==> src/rtl/benes_pkg.sv <==
// Shared constants and types for the 32-port Benes network and its configuration loader.
package benes_pkg;

    localparam int SIZE       = 32;
    localparam int LAYER_NUM  = $clog2(SIZE);
    localparam int STAGE_NUM  = 2 * LAYER_NUM - 1;
    localparam int SWITCH_NUM = SIZE / 2;
    localparam int STAGE_W    = $clog2(STAGE_NUM);

    typedef logic [SWITCH_NUM-1:0] sw_word_t;

    typedef enum logic [1:0] {LOAD, FULL, COMMIT} ld_state_t;

endpackage

==> src/rtl/benes_cfg_loader.sv <==
// Shadow-bank loader that commits a complete Benes switch configuration atomically on swap_en.
// Optional macro CFG_PARITY_EN adds an even-parity check on every accepted word.
module benes_cfg_loader
    import benes_pkg::*;
(
    input  logic                    clk,
    input  logic                    rst_n,
    input  logic                    cfg_valid,
    output logic                    cfg_ready,
    input  logic [SWITCH_NUM-1:0]   cfg_word,
    input  logic                    cfg_last,
`ifdef CFG_PARITY_EN
    input  logic                    cfg_parity,
`endif
    input  logic                    swap_en,
    output logic [SWITCH_NUM-1:0]   switch_set [0:STAGE_NUM-1],
    output logic                    cfg_done,
    output logic                    err_seq,
    output logic [7:0]              commit_cnt,
    output logic [STAGE_W-1:0]      load_stage
);

    ld_state_t state;
    sw_word_t  shadow [0:STAGE_NUM-1];

    logic accept;
    logic at_last;
    logic parity_ok;
    logic frame_err;

    assign accept  = cfg_valid && cfg_ready;
    assign at_last = (load_stage == STAGE_W'(STAGE_NUM - 1));

`ifdef CFG_PARITY_EN
    assign parity_ok = ((^cfg_word) == cfg_parity);
`else
    assign parity_ok = 1'b1;
`endif

    // cfg_last must coincide exactly with the final stage; either mismatch is a framing error.
    assign frame_err = !parity_ok || (cfg_last != at_last);

    always_ff @(posedge clk or negedge rst_n) begin
        if (!rst_n) begin
            state      <= LOAD;
            load_stage <= '0;
            cfg_ready  <= 1'b0;
            cfg_done   <= 1'b0;
            err_seq    <= 1'b0;
            commit_cnt <= '0;
            for (int s = 0; s < STAGE_NUM; s++) begin
                shadow[s]     <= '0;
                switch_set[s] <= '0;
            end
        end else begin
            cfg_done <= 1'b0;
            err_seq  <= 1'b0;
            unique case (state)
                LOAD: begin
                    cfg_ready <= 1'b1;
                    if (accept) begin
                        if (frame_err) begin
                            // Restart from stage 0; partial shadow contents are never committed.
                            err_seq    <= 1'b1;
                            load_stage <= '0;
                        end else begin
                            shadow[load_stage] <= cfg_word;
                            if (at_last) begin
                                state     <= FULL;
                                cfg_ready <= 1'b0;
                            end else begin
                                load_stage <= load_stage + STAGE_W'(1);
                            end
                        end
                    end
                end
                FULL: begin
                    cfg_ready <= 1'b0;
                    if (swap_en) begin
                        state <= COMMIT;
                    end
                end
                COMMIT: begin
                    for (int s = 0; s < STAGE_NUM; s++) begin
                        switch_set[s] <= shadow[s];
                    end
                    commit_cnt <= commit_cnt + 8'd1;
                    cfg_done   <= 1'b1;
                    load_stage <= '0;
                    cfg_ready  <= 1'b1;
                    state      <= LOAD;
                end
                default: begin
                    state <= LOAD;
                end
            endcase
        end
    end

endmodule
==> config.mk <==
export PLATFORM = sky130hd
export DESIGN_NAME = benes_cfg_loader
export DESIGN_NICKNAME = d
export VERILOG_FILES = /design/src/rtl/benes_pkg.sv /design/src/rtl/benes_cfg_loader.sv
export SDC_FILE = /design/constraint.sdc
export NUM_CORES = 1
export LEC_CHECK = 0
export ABC_AREA = 1
export CORE_UTILIZATION = 49
export DETAILED_ROUTE_END_ITERATION = 6
export PLACE_DENSITY = 0.76
export SLEW_MARGIN = 25
export SYNTH_ARGS = -nofsm -noshare
export SYNTH_HDL_FRONTEND = slang
export SYNTH_SLANG_ARGS = --single-unit
==> constraint.sdc <==
create_clock -name clk -period 1.6 [get_ports clk]
set_input_delay 0.32 -clock clk [delete_from_list [all_inputs] [get_ports clk]]
set_output_delay 0.32 -clock clk [all_outputs]
set_load 0.01 [all_outputs]
==> results.toml <==
# generated from flow reports
[run_status]
status = "complete, but fails checks"
violations = "setup timing"

[timing]
rsz0062_at_grt = "yes"
fmax_ghz = 0.6240
fin_ws_ps = -2.581
finalSetupViolCount = 4
hold_viol = 0
finalSetupTns_ps = -5.410
fin_crit_ps = 1603
slew_headroom_pct = 76.08
skew_ps = 8.911

[clock_network]
cts-root-buf = "clkbuf_16"
h-tree-depth = 1
cts_inserted_buffers = 30
cts_max_path_buffers = 3
cts.sinks = 305
cts_tree = "built"

[worst_setup_path]
setup.worst_path.start = "load_stage[0]"
critPathBufInv = 3
crit_type = "reg2reg"
rrSetupSlack_ps = -3
required_ps = 2030
cpLargestDelayFamily = "simple AND/OR/NAND/NOR gates"
timing.rr.end = "shadow[67]"
crit_chain = "inv_4 > ha_4 > nand4_4 > nand2_8 > buf_6 > nand3_4 > clkbuf_16 > nand2_1 > nand2_1"
path_depth = 9
end_kind = "register"
critPathMaxStageDelay_ps = 430

[logic_synthesis]
yosysUniqueCellTypes = 24
ys.flops = 305
syn_area_mm2 = 0.01245
ys_cells = 1388
ys_warn_count = 0
ys_chip_area_mm2 = 0.01245

[placed_design]
pre_cts_slack_ps = -256.5
port_buffers = 179
detailed_place_hpwl_um = 21330

[floorplanning]
rows = 57
io_pins = 180
coreArea_mm2 = 0.02460
die_w_um = 161.4
die_h_um = 161.4

[grt]
grt_usage_pct = 25.72
antenna_found_initial = 0
grt_pass1_wl_um = 52990

[job]
warnings = 36

[worst_hold_path]
hold_path_class = "in2async"

[pwr]
p_sw_mw = 9.574
leakage_nw = 9.341
p_per_area_mw_per_mm2 = 1662
ir_drop_v = 0.0009662
pwr-share-seq_pct = 41.8
p_int_mw = 18.11

[final_layout]
final-seq-area_mm2 = 0.007639
fillers = 1916
layout_top_cell = "nand2_1"
combGateArea_mm2 = 0.004458
drive_gt1_share_pct = 15.32
nets = 1636

[detailed_routing]
first_pass_iters = 5
drc_errors = 0
vias_per_cell = 5.330
[registers in the layout, summed over array words and instances, names as in the netlist]
register	cells
load_stage	4
cfg_done	1
shadow	144
switch_set	144
err_seq	1
commit_cnt	8
cfg_ready	1
state	2
[cells in the mapped netlist]
cell type,number,area (um2)
buf_6,13,146.4
buf_2,32,160.2
inv_2,1,3.750
nor3_1,2,10.01
inv_1,35,131.4
ha_1,11,137.6
nand4_2,1,12.51
nand3_2,9,90.09
nand3_1,10,50.05
xnor2_1,3,26.28
buf_8,1,15.01
buf_1,4,15.01
dfrtp_1,305,7632
nand4_1,133,832.1
o21ai_0,19,95.09
nor2_1,4,15.01
buf_4,1,7.510
clkbuf_1,48,180.2
nand2_1,737,2766
nor2_2,9,56.30
clkinv_1,1,3.750
a21oi_1,1,5.000
xor2_1,5,43.79
nand2_2,3,18.77
[timing repair]
item | in CTS | in global routing
resized | 185 | 106
cloned | 1 | 8
hold endpoints to repair | 85 | 0
setup endpoints to repair | 217 | 197
pin swaps | 1 | 5
buffers inserted | 3 | 8
hold buffers | 1 | 0
[how the worst min path moves through the flow]
| stage | start | to | depth (start not counted) |
|---|---|---|---|
| finish | rst_n | switch_set[90] | 2 |
| global route | rst_n | switch_set[90] | 2 |
| CTS | rst_n | switch_set[90] | 2 |
| detailed placement | rst_n | switch_set[90] | 1 |
| global placement | rst_n | switch_set[90] | 1 |
| floorplan | rst_n | cfg_done | 0 |
[kinds of logic (layout without fill, tap and decap cells)]
family	count (synthesis)	after routing	share of synthesized area [%]
compound gates	20	20	0.8036
xor+xnor	8	8	0.5626
fa+ha+maj	11	11	1.105
buf+inv	136	372	5.324
flops	305	305	61.28
simple gates	908	909	30.92
[worst reg2reg max path, cell delays in order (launching register included)]
cell	delay [ps]
dfrtp_2	430
inv_4	80
ha_4	160
nand4_4	140
nand2_8	160
buf_6	120
nand3_4	90
clkbuf_16	180
nand2_1	50
nand2_1	70
[layout make-up]
type	count	share of cell area, %
well taps	324	2.434
clock inverters	10	0.7888
repair buffers	282	17.74
multi-input cells	948	26.77
flip-flops and latches	305	45.86
clock buffers	43	5.529
inverters	37	0.8790
[layer usage]
metal	track usage [%]	share of wire, %	up-vias
met4	10.25	4.6	0
li1	-	-	4844
met2	42.65	48	381
met3	3.287	5.6	104
met5	0	0	-
met1	34.50	41	5060
[power by group through the flow]
stage | Sequential, mW | Combinational [mW] | Clock [mW]
finish | 11.6 | 8.71 | 7.40
global route | 11.8 | 9.58 | 7.80
CTS | 11.4 | 8.04 | 7.48
detailed placement | 11.6 | 8.64 | 0
global placement | 11.6 | 8.39 | 0
floorplan | 11.8 | 4.04 | 0
[metrics by stage]
stage / instance area (um2) / cells / util [%]
4_1_cts: 16070 / 1933 / 65.30
6_report: 16650 / 1949 / 67.69
3_5_place_dp: 15150 / 1875 / 61.56
2_1_floorplan: 12520 / 1388 / -
5_1_grt: 16650 / 1949 / 67.69
3_3_place_gp: 15150 / 1875 / 61.56
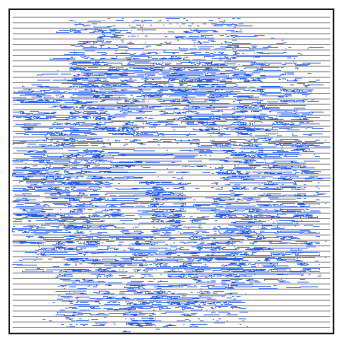
(met1 routing)
(2 px per um) Supply wires on this layer in grey.
main direction	horizontal
nets with wire on the layer	1470
longest straight run	35.4 um
wire length on this layer	14200 um

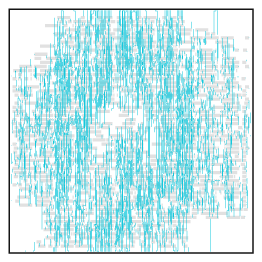
(M2 wires)
(1.5 px per um)
longest straight run	88.1 um
share of all routed wire	48%
main direction	vertical
met2 usage: 42.65%
routed wire length: 34460 um
Via Count: 10390

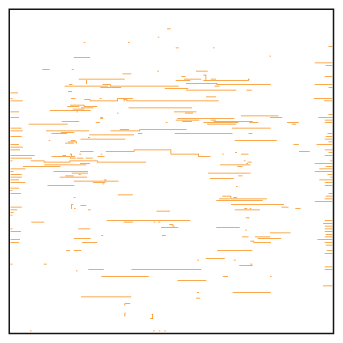
(metal 3)
(2 px per um)
wire length on this layer	1920 um
longest straight run	45.8 um
share of all routed wire	5.6%
nets with wire on the layer	171

No activity file was given, so power comes from the tool's default toggle rates.
